**src/rtl/traceback_ctrl.sv**
```systemverilog
// Purpose : Viterbi survivor-path traceback. Walks the survivor RAM backwards from wr_ptr
//           and emits decoded bits, in reverse time order, towards the output LIFO.
// Latency : start in cycle 0 -> rd_en cycles 1..L, bit for step k in cycle 3+k, done in cycle L+2.
// Backpr. : none downstream; enable=0 freezes the whole block, and a start while busy is dropped
//           with a one-cycle overrun pulse.
//
// Ports:
//   clk, rst            clock, asynchronous active-high reset
//   enable              global clock-enable (also gates the survivor RAM read port)
//   start               single-cycle request for a traceback run
//   start_state         trellis state the traceback begins from
//   wr_ptr              address of the most recently written survivor column
//   rd_en, rd_addr      survivor RAM read strobe / address
//   rd_data             decision vector, valid the enabled cycle after rd_en
//   bit_out, bit_valid  decoded bit stream (reverse time order)
//   busy                run in progress (FSM not IDLE)
//   done                one-cycle pulse together with the last decoded bit
//   overrun             one-cycle pulse when start arrives while busy

module traceback_ctrl #(
    parameter int STATE_W  = 6,
    parameter int ADDR_W   = 7,
    parameter int TB_DEPTH = 32,
    parameter int DEC_LEN  = 32
) (
    input  logic                  clk,
    input  logic                  rst,
    input  logic                  enable,
    input  logic                  start,
    input  logic [STATE_W-1:0]    start_state,
    input  logic [ADDR_W-1:0]     wr_ptr,
    output logic                  rd_en,
    output logic [ADDR_W-1:0]     rd_addr,
    input  logic [2**STATE_W-1:0] rd_data,
    output logic                  bit_out,
    output logic                  bit_valid,
    output logic                  busy,
    output logic                  done,
    output logic                  overrun
);

    // Total reads per run; the first TB_DEPTH returns only converge the path.
    localparam int L   = TB_DEPTH + DEC_LEN;
    localparam int K_W = $clog2(L + 1);

    localparam logic [K_W-1:0] L_K      = K_W'(L);
    localparam logic [K_W-1:0] LAST_K   = K_W'(L - 1);
    localparam logic [K_W-1:0] TB_DEP_K = K_W'(TB_DEPTH);

    typedef enum logic [1:0] {
        IDLE  = 2'd0,
        RUN   = 2'd1,
        DRAIN = 2'd2
    } state_t;

    state_t state, state_nxt;

    // Read-issue side
    logic [K_W-1:0]     rd_cnt, rd_cnt_nxt;     // reads issued so far in this run
    logic               rd_en_nxt;
    logic [ADDR_W-1:0]  rd_addr_nxt;

    // Data-return side
    logic               data_vld, data_vld_nxt; // rd_data carries a decision vector this cycle
    logic [K_W-1:0]     k, k_nxt;               // traceback step of the current return
    logic [STATE_W-1:0] cur_state, cur_state_nxt;
    logic               dec;                    // survivor decision for cur_state

    // Registered outputs
    logic bit_out_nxt, bit_valid_nxt, busy_nxt, done_nxt, overrun_nxt;

    // ------------------------------------------------------------------
    // State register
    // ------------------------------------------------------------------
    always_ff @(posedge clk or posedge rst) begin
        if (rst) begin
            state <= IDLE;
        end else if (enable) begin
            state <= state_nxt;
        end
    end

    // ------------------------------------------------------------------
    // Next-state logic
    // ------------------------------------------------------------------
    always_comb begin
        state_nxt = state;
        case (state)
            IDLE:    if (start) state_nxt = RUN;
            // rd_cnt == L means the L-th read is on the bus right now.
            RUN:     if (rd_cnt == L_K) state_nxt = DRAIN;
            // DRAIN only absorbs the final return, always exactly one enabled cycle.
            DRAIN:   state_nxt = IDLE;
            default: state_nxt = IDLE;
        endcase
    end

    // ------------------------------------------------------------------
    // Output / datapath next-value logic
    // ------------------------------------------------------------------
    assign dec = rd_data[cur_state];

    always_comb begin
        rd_en_nxt     = 1'b0;
        rd_addr_nxt   = rd_addr;
        rd_cnt_nxt    = rd_cnt;
        overrun_nxt   = 1'b0;

        cur_state_nxt = cur_state;
        k_nxt         = k;
        bit_out_nxt   = bit_out;
        bit_valid_nxt = 1'b0;
        done_nxt      = 1'b0;

        // A read issued this cycle returns on the next enabled cycle.
        data_vld_nxt  = rd_en;
        busy_nxt      = (state_nxt != IDLE);

        case (state)
            IDLE: begin
                if (start) begin
                    rd_en_nxt     = 1'b1;
                    rd_addr_nxt   = wr_ptr;
                    rd_cnt_nxt    = K_W'(1);
                    cur_state_nxt = start_state;
                    k_nxt         = '0;
                end
            end
            RUN: begin
                if (rd_cnt != L_K) begin
                    rd_en_nxt   = 1'b1;
                    // Natural ADDR_W-bit wrap: column 0 is followed by the all-ones column.
                    rd_addr_nxt = rd_addr - ADDR_W'(1);
                    rd_cnt_nxt  = rd_cnt + K_W'(1);
                end
                overrun_nxt = start;
            end
            DRAIN: begin
                overrun_nxt = start;
            end
            default: begin
                overrun_nxt = 1'b0;
            end
        endcase

        // Returns never coincide with an accepted start: the previous run has
        // fully drained (data_vld low) by the time the FSM is back in IDLE.
        if (data_vld) begin
            // Going back in time, the predecessor state is the current state
            // shifted left with the survivor decision entering at the LSB; the
            // bit that falls out of the MSB is the decoded input bit.
            cur_state_nxt = {cur_state[STATE_W-2:0], dec};
            k_nxt         = k + K_W'(1);
            if (k >= TB_DEP_K) begin
                bit_out_nxt   = cur_state[STATE_W-1];
                bit_valid_nxt = 1'b1;
            end
            if (k == LAST_K) begin
                done_nxt = 1'b1;
            end
        end
    end

    // ------------------------------------------------------------------
    // Datapath and output registers
    // ------------------------------------------------------------------
    always_ff @(posedge clk or posedge rst) begin
        if (rst) begin
            rd_en     <= 1'b0;
            rd_addr   <= '0;
            rd_cnt    <= '0;
            data_vld  <= 1'b0;
            k         <= '0;
            cur_state <= '0;
            bit_out   <= 1'b0;
            bit_valid <= 1'b0;
            busy      <= 1'b0;
            done      <= 1'b0;
            overrun   <= 1'b0;
        end else if (enable) begin
            rd_en     <= rd_en_nxt;
            rd_addr   <= rd_addr_nxt;
            rd_cnt    <= rd_cnt_nxt;
            data_vld  <= data_vld_nxt;
            k         <= k_nxt;
            cur_state <= cur_state_nxt;
            bit_out   <= bit_out_nxt;
            bit_valid <= bit_valid_nxt;
            busy      <= busy_nxt;
            done      <= done_nxt;
            overrun   <= overrun_nxt;
        end
    end

endmodule

```
**config.mk**
```make
export PLATFORM = sky130hd
export DESIGN_NAME = traceback_ctrl
export DESIGN_NICKNAME = d
export VERILOG_FILES = /design/src/rtl/traceback_ctrl.sv
export SDC_FILE = /design/constraint.sdc
export NUM_CORES = 1
export LEC_CHECK = 0
export CAP_MARGIN = 20
export CORE_MARGIN = 3
export CORE_UTILIZATION = 48
export DETAILED_ROUTE_END_ITERATION = 16
export PLACE_DENSITY = 0.87
export SYNTH_ARGS = -nofsm -noshare
export SYNTH_HDL_FRONTEND = slang
export SYNTH_SLANG_ARGS = --single-unit
```
**constraint.sdc**
```tcl
create_clock -name clk -period 3.93 [get_ports clk]
set_clock_uncertainty 0.2 [all_clocks]
set_input_delay 0.786 -clock clk [delete_from_list [all_inputs] [get_ports clk]]
set_output_delay 0.786 -clock clk [all_outputs]
set_load 0.05 [all_outputs]
```
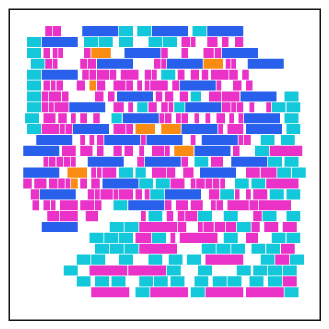
**Above:** run 1 (cell classes on the final placement).
Scale: 4 px per micron.
all other logic: in magenta, cells 199. other buffers and delay cells: in cyan, cells 98. clock drivers and dummy loads: in orange, cells 8. flops: in blue, cells 36.

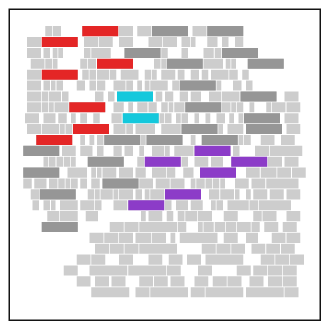
**Above:** run 1 (sequential cells grouped by signal name).
Scale: 4 px per micron.
`rd_addr`: in red, sequential cells 7, where top left. `state`: in cyan, sequential cells 2. `cur_state`: in purple, sequential cells 6, where middle.
Another 21 sequential cells are not colored.

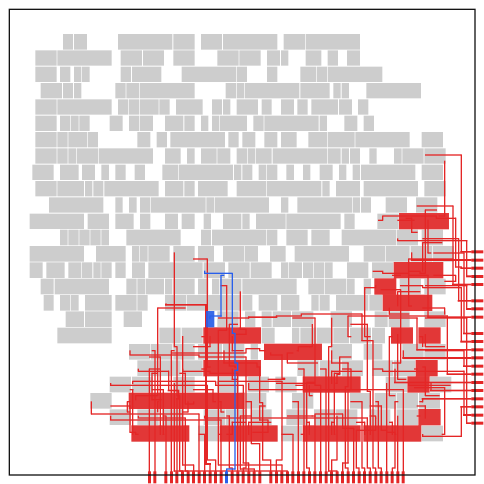
**Above:** run 1 (nets reached from selected ports).
Scale: 6 px per micron.
`rd_data`: in red, bits 64, direction input, edge 44 bottom, 20 right, end cells 19, buffers 64, wire 1,830 microns. `rst`: in blue, bits 1, direction input, edge bottom, end cells 1, buffers 1, wire 50.4 microns.

==> results.json, run 1 <==
{
  "hpwl_microns": 5530,
  "reg2reg_from": "state[1]",
  "io_pins": 94,
  "fmaxAchievable_ghz": 0.350,
  "cts_tree": "done",
  "top_area_share_pct": 36.8,
  "ys_chip_area_sq_um": 2440,
  "final-comb-area_sq_um": 1410,
  "p_int_mw": 1.15,
  "ys_warn_count": 0,
  "port_buffers": 93,
  "die_w_microns": 77.4,
  "cts_num_sinks": 36,
  "grt.met2_usage_pct": 42.8,
  "cts_hold_repair.buffers": 0,
  "dr.pass1.iters": 4,
  "path_cells": "clkdlybuf4s50_1, o21ai_0, or3b_1, nor2_1, a221o_1",
  "period_needed_ps": 2860,
  "clock_latency_ps": 290,
  "wl_met3_microns": 320,
  "m1WireLength_microns": 2980,
  "area_leaders": "dfrtp_1 (37%), mux4_1 (11%), o21ai_0 (5.5%)",
  "fillers": 364,
  "use_met1_pct": 29.8,
  "peakVddDrop_uv": 468,
  "syn2layout_area_growth_pct": 43.7,
  "root_buffer": "clkbuf_8",
  "syn_area_per_cell_sq_um": 9.82,
  "die_h_microns": 77.4,
  "post_drt_wl_per_cell_microns": 17.5,
  "rows": 25,
  "pg_comb_mw": 1.05,
  "h-tree-depth": 2,
  "slowest_delay_ps": 570,
  "power_frac_comb_pct": 51.1,
  "dpl-instance-area_sq_um": 3420,
  "worst_pin_slew_ps": 866,
  "status": "complete, no violations",
  "final_max_slew_viol_count": 0,
  "antennaDiodeCount": 0,
  "cts_buffers": 5,
  "synth_cells": 249,
  "first_iter_violations": 228,
  "cp.arrival_ps": 2830,
  "vias_per_cell": 5.81,
  "seq_area_sq_um": 901,
  "crit_slowest_cell": "o21ai_0",
  "ys_types": 49,
  "drive_gt1_share_pct": 7.92,
  "switching_share_pct": 44.2,
  "routed_wl_microns": 7130,
  "cp-start-kind": "input pin",
  "grt_first_pass_wirelength_microns": 11600,
  "use_met3_pct": 6.03,
  "required_ps": 3900,
  "crit_fanout": 13,
  "grtUsageTotal_pct": 24.3,
  "route.detailed.drc": 0,
  "power.share.sequential_pct": 35.4,
  "hold_viol": 0,
  "min_path_type": "reg2reg",
  "dr_wl_met2_microns": 3720,
  "yosys_most_used_dff": "dfrtp_1",
  "grt_max_degree": 25,
  "nets": 428,
  "dp_cells": 400,
  "utilization_pct": 72.9,
  "post_cts_resized": 0,
  "period_used_pct": 72.7,
  "setup_tns_ps": 0
}
[run 1: state kept, by name (all words and copies together) (netlist names)]
signal,flops
k,7
rd_addr,7
rd_cnt,7
cur_state,6
state,2
bit_out,1
bit_valid,1
busy,1
data_vld,1
done,1
overrun,1
rd_en,1
[run 1: layout make-up]
type	count	area share, %
inverters	16	1.71
clock buffers	6	2.35
clock inverters	2	0.285
repair buffers	98	27.6
flip-flops and latches	36	25.6
well taps	67	2.39
multi-input cells	183	40.1
[run 1: cell usage after synthesis, drive strengths merged (5+ instances only)]
library cell	n
a21oi	14
a22o	6
buf	6
clkbuf	8
dfrtp	36
ha	7
inv	16
mux2i	9
mux4	13
nand2	24
nand2b	5
nand3	10
nand4	5
nor2	11
nor3	6
o21ai	27
o22ai	5
[run 1: cell families after synthesis]
family                     after synthesis  synth area share (%)
and+or+nand+nor                         76                  15.4
muxes                                   25                  18.6
buffers and inverters                   30                  5.58
xor gates and xnor gates                 1                 0.358
DFF                                     36                  36.8
AOI/OAI and AO/OA                       74                  19.7
adders and majority gates                7                  3.58
[run 1: critical path: cells and delay by family]
family,cells,cell delay (ps)
compound gates,2,940
buf+inv,1,470
simple gates,2,620
[run 1: final timing paths]
check | endpoint | slack (ps) | depth (start not counted)
max in group asynchronous | k[5] | 2110 | 3
min reg2reg | rd_addr[6] | 300 | 1
min | rd_addr[6] | 300 | 1
min in group asynchronous | rd_cnt[4] | 710 | 2
max reg2reg | rd_addr[2] | 1250 | 7
max | rd_addr[2] | 1070 | 5
[run 1: per-stage QoR]
stage               power, mW  setup slack [ps]
floorplan                1.47              1530
global placement         1.74               994
detailed placement       1.79               821
CTS                      2.07              1140
global route             2.20               960
finish                   2.06              1070
## Run 2: what changed since run 1
CORE_UTILIZATION = 44   (was 48)
PLACE_DENSITY = 0.8   (was 0.87)
clock period = 2.8 ns   (was 3.93 ns; I/O delays follow)
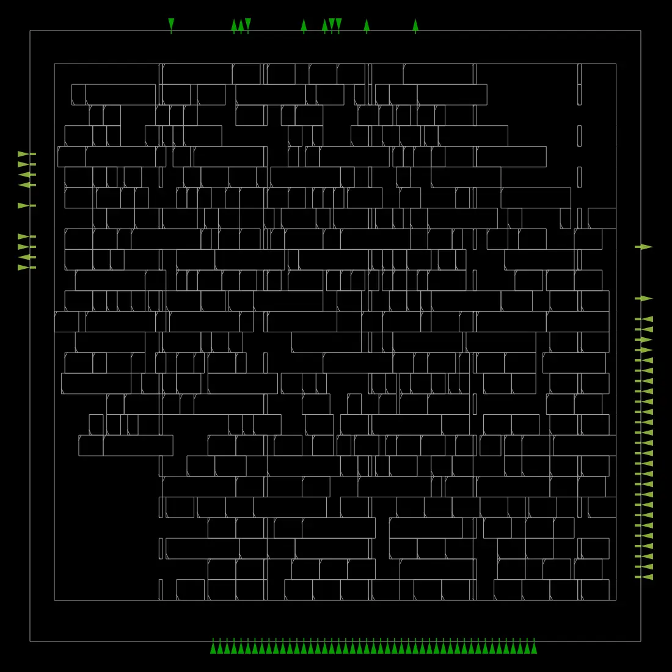
**Above:** run 2 (cell outlines without signal wires).
flop count: 36
Fill cells: 401
Rows: 26
core footprint: 5240 sq um

==> run 2 against run 1 <==
Wire length decreased by 3.5%; via count decreased by 1.4%; global-route usage decreased by 2.1 points; sequential cell count unchanged; first-iteration DRC count decreased by 6.6%; area after synthesis unchanged; utilization decreased by 5.1 points; combinational power increased by 49%; cell count increased by 2.0%; cell area increased by 1.1%.
==> results.json, run 2 <==
{
  "status": "complete, no violations",
  "min_path_type": "reg2reg",
  "ys_top_logic_family": "AND-OR/OR-AND gates",
  "crit_slowest_cell": "dfrtp_1",
  "vias_per_cell": 5.62,
  "crit_fanout": 10,
  "dp_cells": 408,
  "path_cells": "buf_4, mux4_2, a2111oi_2, nand2_1, a32o_1",
  "cp-endpoint": "cur_state[0]",
  "top_cell": "dfrtp_1",
  "synthAdderAreaFrac_pct": 3.58,
  "final_max_slew_viol_count": 0,
  "grt_first_pass_wirelength_microns": 11300,
  "cp_num_cells": 5,
  "cts_tree": "done",
  "nets": 433,
  "syn_area_per_cell_sq_um": 9.82,
  "ys_types": 49,
  "yosys_most_used_dff": "dfrtp_1",
  "ys_sh_aoi_pct": 19.7,
  "timing.rr.end": "cur_state[0]",
  "dr.pass1.iters": 4,
  "hold_viol": 0,
  "die_w_microns": 80.5,
  "grt_max_degree": 37,
  "worst_pin_slew_ps": 551,
  "post_drt_wl_per_cell_microns": 16.5,
  "synthTopCellsByCount": "dfrtp_1 (36), o21ai_0 (27), nand2_1 (24)",
  "h-tree-depth": 2,
  "grtUsageTotal_pct": 22.2,
  "largestRegisters": "k: 7 flops, rd_addr: 7 flops, rd_cnt: 7 flops",
  "post_cts_resized": 0,
  "hpwl_microns": 5320,
  "antennaDiodeCount": 0,
  "syn2layout_area_growth_pct": 45.3,
  "cts_buffers": 5,
  "area_leaders": "dfrtp_1 (37%), mux4_1 (11%), o21ai_0 (5.5%)",
  "cp_top_family": "AND-OR/OR-AND gates"
}
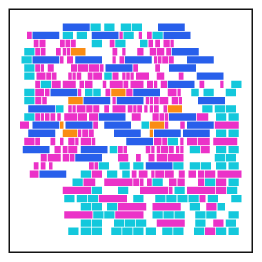
**Above:** run 2 (cell classes on the final placement).
Scale: 3 px per micron.
all other logic: in magenta, cells 199. clock drivers and dummy loads: in orange, cells 8. flops: in blue, cells 36. other buffers and delay cells: in cyan, cells 103.

==> run 2: cell counts after synthesis <==
Identical to the previous run, type by type.
==> run 2: cell families (layout without fill, tap and decap cells) <==
logic type,Yosys count,in the layout
AND-OR/OR-AND,74,74
multiplexers,25,25
flip-flops,36,36
adder cells (fa/ha/maj),7,7
buffers and inverters,30,127
XOR/XNOR,1,1
AND/OR/NAND/NOR,76,76
==> run 2: worst reg2reg max path: stages (launching register included) <==
cell and delay, ps:
dfrtp_1 560, buf_4 270, mux4_2 550, a2111oi_2 360, nand2_1 90, a32o_1 250
==> run 2: how the worst min path moves through the flow <==
stage | to | cells after the start | startpoint | slack (ps)
after floorplan | done | 1 | k[6] | 260
after global placement | rd_addr[6] | 1 | rd_addr[6] | 280
after detailed placement | rd_addr[6] | 1 | rd_addr[6] | 290
after CTS | done | 1 | k[6] | 310
after global routing | k[5] | 1 | k[5] | 330
final | rd_addr[6] | 1 | rd_addr[6] | 310
==> run 2: routing by layer <==
layer	track usage [%]	up-vias	wire, microns
met5	0	-	0
met1	29.8	1133	3080
met3	3.48	5	336
li1	-	1134	-
met4	3.89	0	34
met2	38.2	66	3430
==> run 2: area by class of cell <==
cell class	instances	area [sq um]
fill	401	1690
multi-input combinational	183	1410
timing repair buffer	103	1010
sequential	36	901
clock buffer	8	90.1
tap	70	87.6
inverter	16	60.1
==> run 2: power by group <==
group          total, mW  internal, mW  switching (mW)
clock network      0.375         0.201           0.175
logic               1.56         0.761           0.798
registers          0.979         0.693           0.286
total               2.91          1.65            1.26
==> run 2: metrics by stage <==
step	power [mW]	utilization, %	worst slack, ps
global route	3.14	67.8	215
finish	2.91	67.8	410
floorplan	2.06	-	627
global placement	2.49	66.1	211
detailed placement	2.54	66.1	184
CTS	2.93	67.8	421
## Run 3: what changed since run 2
PLACE_DENSITY = 0.79   (was 0.8)
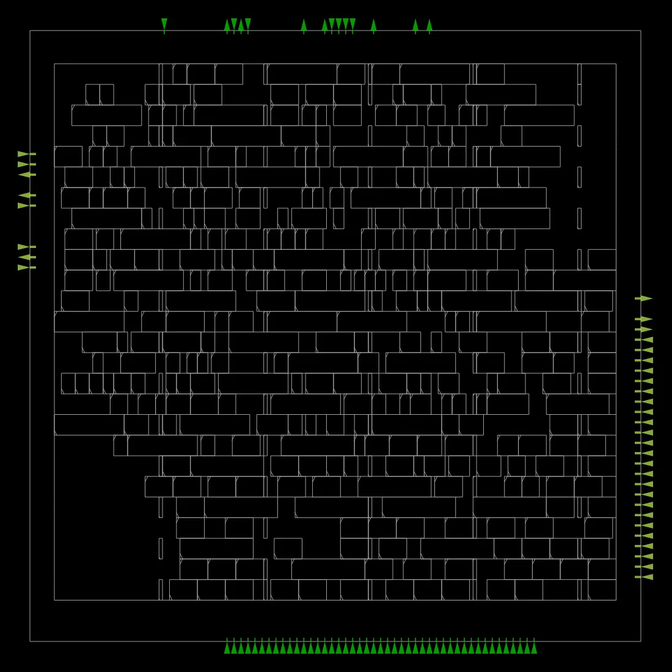
**Above:** run 3 (cell outlines without signal wires).
Tapcell Cnt: 70
Seq/total area: 25.4%

==> run 3 against run 2 <==
Wire length decreased by 2.1%; sequential share of layout area unchanged; clock power increased by 1%; cell count unchanged; first-iteration DRC count decreased by 62%; worst setup slack got worse by 5.2 ps; die size unchanged; synthesized cell count unchanged; area after synthesis unchanged; critical path depth unchanged; largest cell class unchanged; highest routed layer unchanged.
==> results.json, run 3 <==
{
  "min_path_type": "reg2reg",
  "cp-start-kind": "flop",
  "place_ws_ps": 188,
  "root_buffer": "clkbuf_8",
  "vias_per_cell": 5.57,
  "die_h_microns": 80.5,
  "route.detailed.drc": 0,
  "worst_pin_slew_ps": 517,
  "hold_viol": 0,
  "yosys_most_used_dff": "dfrtp_1",
  "routed_wl_microns": 6740,
  "grt_max_degree": 37,
  "rows": 26,
  "ys_warn_count": 0,
  "fmaxAchievable_ghz": 0.418,
  "fillers": 420,
  "reg2reg_slack_ps": 400,
  "drive_gt1_share_pct": 8.67,
  "io_pins": 94,
  "syn2layout_area_growth_pct": 45.3,
  "h-tree-depth": 2,
  "fp.coreArea_sq_um": 5240,
  "timing.rr.end": "cur_state[0]",
  "synth_cells": 249,
  "final_max_slew_viol_count": 0,
  "period_used_pct": 85.5,
  "post_drt_wl_per_cell_microns": 16.2,
  "cts_num_sinks": 36,
  "post_cts_resized": 0,
  "min_to": "rd_addr[6]",
  "seq_area_sq_um": 901,
  "status": "complete, no violations",
  "cts_buffers": 5,
  "reg2reg_from": "cur_state[0]",
  "clock_latency_ps": 280,
  "total_power_mw": 2.91
}
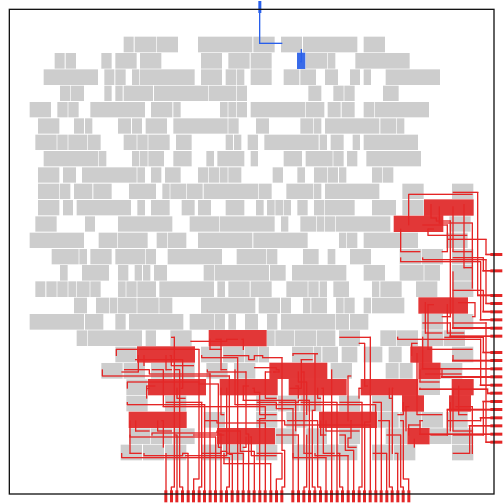
**Above:** run 3 (nets reached from selected ports).
Scale: 6 px per micron.
`rst`: in blue, bits 1, direction input, edge top, end cells 1, buffers 1, wire 11.2 microns. `rd_data`: in red, bits 64, direction input, edge 44 bottom, 20 right, end cells 19, buffers 64, wire 1,690 microns.

==> run 3: cell counts after synthesis <==
No cell type changed its count.
==> run 3: cell families after synthesis <==
kind of cell    count (synthesis)  share of synthesized area, %
compound gates                 74                          19.7
xor+xnor                        1                         0.358
fa+ha+maj                       7                          3.58
buf+inv                        30                          5.58
flops                          36                          36.8
mux                            25                          18.6
simple gates                   76                          15.4
==> run 3: worst max-delay path: stages (launching register included) <==
cell       delay [ps]
dfrtp_1           610
buf_4             250
mux4_2            520
a2111oi_2         350
nand2_1           100
a32o_1            250
==> run 3: worst max-delay path by stage <==
stage	depth (start not counted)	from	slack, ps	to
after detailed placement	5	rd_data[3]	190	cur_state[0]
after CTS	5	cur_state[0]	390	cur_state[0]
final	5	cur_state[0]	400	cur_state[0]
after global routing	4	cur_state[0]	260	cur_state[0]
after floorplan	5	enable	630	rd_addr[0]
after global placement	5	rd_data[3]	210	cur_state[0]
==> run 3: power breakdown <==
part	total, mW	switching [mW]	internal, mW
registers	0.976	0.283	0.693
clock network	0.380	0.179	0.201
logic	1.55	0.792	0.758
total	2.91	1.25	1.65
==> run 3: layer usage <==
layer	wire length, microns	vias to the layer above	GRT usage, %
met2	3420	59	38.2
met5	0	-	0
li1	-	1131	-
met3	318	2	3.59
met1	2980	1125	29.6
met4	14	0	3.55
==> run 3: layout make-up <==
cell class,instances,share of cell area [%]
well taps,70,2.47
flip-flops and latches,36,25.4
repair buffers,103,28.3
multi-input cells,183,39.6
clock buffers,8,2.54
inverters,16,1.69
Power and IR drop assume default switching activity.
